**config.mk**
```make
export PLATFORM = sky130hd
export DESIGN_NAME = conv_input_interface
export DESIGN_NICKNAME = d
export VERILOG_FILES = /design/src/rtl/conv_input_interface.sv
export SDC_FILE = /design/constraint.sdc
export NUM_CORES = 2
export LEC_CHECK = 0
export ABC_AREA = 1
export CAP_MARGIN = 20
export CORE_MARGIN = 2
export CORE_UTILIZATION = 50
export DETAILED_ROUTE_END_ITERATION = 10
export PLACE_DENSITY = 0.67
export SLEW_MARGIN = 0
export SYNTH_ARGS = -nofsm -noshare
export SYNTH_HDL_FRONTEND = slang
export SYNTH_SLANG_ARGS = --single-unit
export TNS_END_PERCENT = 30
```
**constraint.sdc**
```tcl
create_clock -name clk -period 5.9 [get_ports clk]
set_input_delay 0.885 -clock clk [delete_from_list [all_inputs] [get_ports clk]]
set_output_delay 0.885 -clock clk [all_outputs]
set_load 0.01 [all_outputs]
```
**src/rtl/conv_input_interface.sv**
```systemverilog
// conv_input_interface: loads image rows into a KERNEL_SIZE-row line buffer and streams sliding-window taps to the PE array.
module conv_input_interface #(
  parameter int KERNEL_SIZE = 3,
  parameter int ARRAY_SIZE  = 6,
  parameter int DATA_WIDTH  = 16,
  parameter int ADDR_WIDTH  = 8
) (
  input  logic                                         clk,
  input  logic                                         rst_n,
  input  logic                                         enable,
  input  logic [1:0]                                   input_interface_cmd,
  output logic [1:0]                                   input_interface_ack,
  output logic                                         mem_rd_en,
  output logic [ADDR_WIDTH-1:0]                        mem_addr,
  input  logic [DATA_WIDTH-1:0]                        mem_rd_data,
  output logic                                         window_valid,
  output logic [ARRAY_SIZE*DATA_WIDTH-1:0]             window_data,
  output logic [$clog2(KERNEL_SIZE*KERNEL_SIZE)-1:0]   kernel_pos
);
  localparam int IMAGE_SIZE = ARRAY_SIZE + KERNEL_SIZE - 1;
  localparam int TAPS = KERNEL_SIZE * KERNEL_SIZE;
  localparam int CW = $clog2(IMAGE_SIZE);
  localparam int BW = $clog2(TAPS);
  localparam int RW = $clog2(KERNEL_SIZE);
  typedef enum logic [1:0] {IDLE, LOAD_RD, LOAD_WAIT, SHIFT} state_t;
  state_t state;
  logic [CW-1:0] img_row, col, cap_col, nc;
  logic [RW-1:0] nr;
  logic [BW-1:0] beat, nb;
  logic rd_d;
  logic [DATA_WIDTH-1:0] lbuf [KERNEL_SIZE][IMAGE_SIZE];
  logic [DATA_WIDTH-1:0] staging [IMAGE_SIZE];
  logic [DATA_WIDTH-1:0] next_row [IMAGE_SIZE];
  logic [ARRAY_SIZE*DATA_WIDTH-1:0] nwin;
  // next_row merges the pixel returning this cycle so the final rotate sees the complete row
  always_comb begin
    next_row = staging;
    if (rd_d) next_row[cap_col] = mem_rd_data;
    nb = (state == SHIFT && beat != BW'(TAPS - 1)) ? beat + 1'b1 : '0;
    nr = RW'(int'(nb) / KERNEL_SIZE);
    nc = CW'(int'(nb) % KERNEL_SIZE);
    nwin = '0;
    for (int i = 0; i < ARRAY_SIZE; i++)
      nwin[i*DATA_WIDTH +: DATA_WIDTH] = lbuf[nr][nc + CW'(i)];
  end
  always_ff @(posedge clk or negedge rst_n) begin
    if (!rst_n) begin
      state <= IDLE;
      input_interface_ack <= 2'b00;
      mem_rd_en <= 1'b0;
      mem_addr <= '0;
      window_valid <= 1'b0;
      window_data <= '0;
      kernel_pos <= '0;
      img_row <= '0;
      col <= '0;
      cap_col <= '0;
      beat <= '0;
      rd_d <= 1'b0;
      for (int k = 0; k < KERNEL_SIZE; k++)
        for (int j = 0; j < IMAGE_SIZE; j++) lbuf[k][j] <= '0;
      for (int j = 0; j < IMAGE_SIZE; j++) staging[j] <= '0;
    end else if (!enable) begin
      state <= IDLE;
      input_interface_ack <= 2'b00;
      mem_rd_en <= 1'b0;
      window_valid <= 1'b0;
      img_row <= '0;
      rd_d <= 1'b0;
    end else begin
      input_interface_ack <= 2'b00;
      rd_d <= mem_rd_en;
      cap_col <= col;
      if (rd_d) staging <= next_row;
      case (state)
        IDLE: begin
          if (input_interface_cmd == 2'b01) begin
            state <= LOAD_RD;
            mem_rd_en <= 1'b1;
            col <= '0;
            mem_addr <= ADDR_WIDTH'(int'(img_row) * IMAGE_SIZE);
          end else if (input_interface_cmd == 2'b10) begin
            state <= SHIFT;
            window_valid <= 1'b1;
            beat <= '0;
            kernel_pos <= '0;
            window_data <= nwin;
          end
        end
        LOAD_RD: begin
          if (col == CW'(IMAGE_SIZE - 1)) begin
            mem_rd_en <= 1'b0;
            state <= LOAD_WAIT;
          end else begin
            col <= col + 1'b1;
            mem_addr <= ADDR_WIDTH'(int'(img_row) * IMAGE_SIZE + int'(col) + 1);
          end
        end
        LOAD_WAIT: begin
          for (int k = 0; k < KERNEL_SIZE - 1; k++) lbuf[k] <= lbuf[k+1];
          lbuf[KERNEL_SIZE-1] <= next_row;
          input_interface_ack <= 2'b01;
          img_row <= (img_row == CW'(IMAGE_SIZE - 1)) ? '0 : img_row + 1'b1;
          state <= IDLE;
        end
        SHIFT: begin
          if (beat == BW'(TAPS - 1)) begin
            window_valid <= 1'b0;
            input_interface_ack <= 2'b10;
            state <= IDLE;
          end else begin
            beat <= nb;
            kernel_pos <= nb;
            window_data <= nwin;
          end
        end
      endcase
    end
  end
endmodule
```
port_nets.png
Scale: 1 px per um.
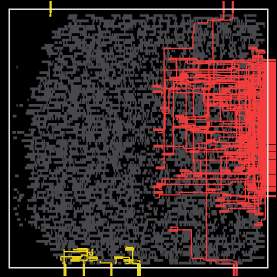
- red: `window_data` (bits 96; direction output; end cells 96; buffers 96; wire 9040 um)
- yellow: `mem_addr` (bits 8; direction output; end cells 8; buffers 7; wire 262 um)
number of buffers added on ports: 131
# IOs: 133

density.png
Scale: 1.5 px per um. 26 x 26 tiles, from dark blue (low) to red (high), 0 to 100% covered.
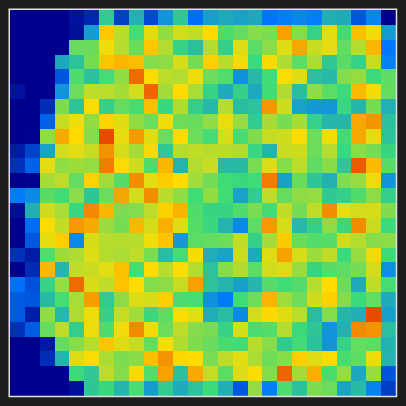
- mean over tiles: 53%
- tiles over 75% full: 12%
- fullest tile: 92%
- emptiest ninth of the die: upper left
- nearly empty tiles: 6.5%
Post-Route Utilization: 56.8%
initial core utilization: 50.7%
core box area: 63200 um2

==> summary.txt <==
The implementation run finished. The run finished with clean final reports. Total negative setup slack landed at 0 ns. Worst stage delay on the critical path landed at 0.61 ns. The synthesized netlist was found by Yosys to have approximately 4300 cells. Cells with a size suffix above 1 make up around 4.5% of the layout. Buffer levels on the longest clock path landed at 3. The most used flip-flop cell after synthesis is sky130_fd_sc_hd__dfrtp_1. Overall die width landed at between 200 and 300 um. Final period utilization landed at between 80% and 90%. Power attributed to the clock group is approximately 4.4 mW. Number of violations of the max-capacitance limit landed at 0. CTS clock-pin slew for the worst setup and hold paths landed at 0.06 ns. Worst hold slack landed at 0.254 ns. Static power due to leakage landed at approximately 17 nW. The script extracted a net switching power of approximately 6.4 mW. Total power landed at roughly 16 mW. Per-instance average area after synthesis landed at around 7.5 um2. Hold-check failures listed in the final report amount to 0.

Counting flops with an async set or reset pin after synthesis yields a share of 100%. The net count of the finished layout is ~4300. Per the CTS log, the maximum H-tree level is 3. Total overflow reported by the global router landed at 0. Maximum resistive drop on vdd landed at 0.266 mV. Portion of netlist area occupied by mux cells landed at 0%. The worst path needs between 4 and 5 ns of the cycle, external delays included. Setup repair after global routing left no endpoint under its margin.

Area of the synthesized netlist per yosys stat landed at between 30000 and 40000 um2. Yosys printed 0 warnings. Flop-to-flop setup slack landed at just over 0.9 ns. From synthesis to final layout, the design area changed by 12.1%. Share of power burned in the clock network landed at 26.5%. For this run, combinational gates with multiple inputs come to 3055. Routed length per instance landed at 20.5 um. Per Yosys stat, the portion of area used by sequential elements is 49.4%. STA lists the endpoint of the worst register-to-register path as window_data[81]. Among all cell types in the netlist, the one instantiated most often is sky130_fd_sc_hd__nand2_1. Post-CTS repair ended up resizing 0 cells. In the final report, the number of endpoints failing setup comes to 0.

In the synthesized netlist, the dominant kind of combinational cell is simple AND/OR/NAND/NOR gates. Relative contribution of combinational cells to total power landed at about 35%. Per the timing report, the most critical flop-to-flop path originates at beat[0]. Total wire length after detailed routing landed at about 100 mm. The largest individual stage delay along the critical path comes from the cell sky130_fd_sc_hd__inv_1. Complex-gate fraction of the synthesized area landed at a little over a tenth. Of the total power, the share spent switching nets is between 30% and 40%. Final-layout non-clock buffer area share landed at slightly above 5%. The number of global-route vias before repair came to about 26000.

The count of nets left with antenna violations once routing finished came out at 0. The most common logic cell in the final layout is sky130_fd_sc_hd__nand2_1. By startpoint and endpoint, the worst setup path is classified as register to register. The highest metal layer carrying signal wires in the routed design is met5.

In this run the clock root is driven by a sky130_fd_sc_hd__clkbuf_16. Portion of total power attributed to sequential cells landed at 39.1%. The most critical min-delay path falls under input pin to async pin. Broken down by cell family, the worst path's largest delay share belongs to buffers and inverters. Number of distinct library cell variants in the gate-level netlist after synthesis landed at 37. Per the post-synthesis report, the number of cells in the design is ~4300.

HPWL reported at the end of detailed placement landed at between 70 and 80 mm. Synthesized cell area landed at around 32000 um2. The filler cells instantiated in the layout total a little under 6000.

Power attributed to sequential cells is roughly 6.4 mW. The largest part of the power goes to sequential cells. Combinational cell area excluding buffers and inverters landed at roughly 14000 um2. For this run, the top clock speed supported by timing is approximately 0.2 GHz.

The final antenna diode tally reported by the flow is 0. By area the synthesized netlist is led by sky130_fd_sc_hd__dfrtp_1, sky130_fd_sc_hd__nand2_1, sky130_fd_sc_hd__nand3_1. Required time reported for the critical path endpoint landed at 6.40 ns.

Per the summary, power density relative to cell area is approximately 460 nW/um2. Clock sink total landed at ~630. Chip area landed at ~66000 um2.

DRC marker count from the first detailed-route iteration landed at ~3600. Synthesized netlist net count landed at approximately 4300. Fraction of the mapped netlist area in simple logic gates landed at 31.7%.

Routing resource usage on met2 recorded by global route was between 40% and 50%. Routed metal-1 wire length landed at 48.4 mm. Data arrival time of the worst path landed at 5.48 ns.

Number of buffers added for setup after CTS landed at 0. Iteration tally of the first detailed-router pass landed at 6. The layout report lists the combined flip-flop and latch area as 15800 um2. Max fanout on the critical path was recorded as 20. Count of pins over their slew limit landed at 0.

Total number of vias landed at roughly 29000. STA classifies the critical path endpoint as a register. Per the GRT log, the top usage layer is met1. Cts-stage hold buffer count landed at 0.

After detailed routing, the met3 layer carries between 10 and 15 mm of wire.
cell_classes.png
Scale: 1.5 px per um.
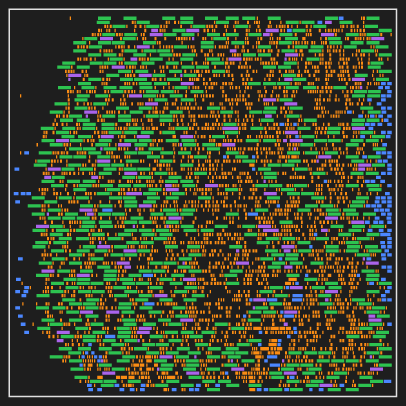
- green: flops (cells 632)
- blue: other buffers and delay cells (cells 178)
- orange: all other logic (cells 3343)
- purple: clock drivers and dummy loads (cells 122)
number of rows in the core area: 92
final standard cell area without fillers: 35900 um2
sequential share of cell area: 44.0%

[stage by stage]
stage                     cell area [um2]  util [%]  setup slack, ns
after floorplan                     32000         -             2.02
after global routing                35900      56.8            0.586
final                               35900      56.8            0.923
after detailed placement            33600      53.2             1.03
after CTS                           35900      56.8            0.999
after global placement              33600      53.2             1.21
[registers in the layout, indices dropped and copies added (netlist names), 2 cells and up]
signal,cells
cap_col,3
mem_addr,5
state,2
staging,128
lbuf,384
input_interface_ack,2
col,2
img_row,3
window_data,96
beat,4
[kinds of logic (layout without fill, tap and decap cells)]
kind of cell | count (synthesis) | count (layout)
flops | 632 | 632
compound gates | 686 | 686
fa+ha+maj | 10 | 10
simple gates | 2354 | 2354
xor+xnor | 4 | 4
other cells | 1 | 1
buf+inv | 588 | 588
No activity file was given, so power comes from the tool's default toggle rates.
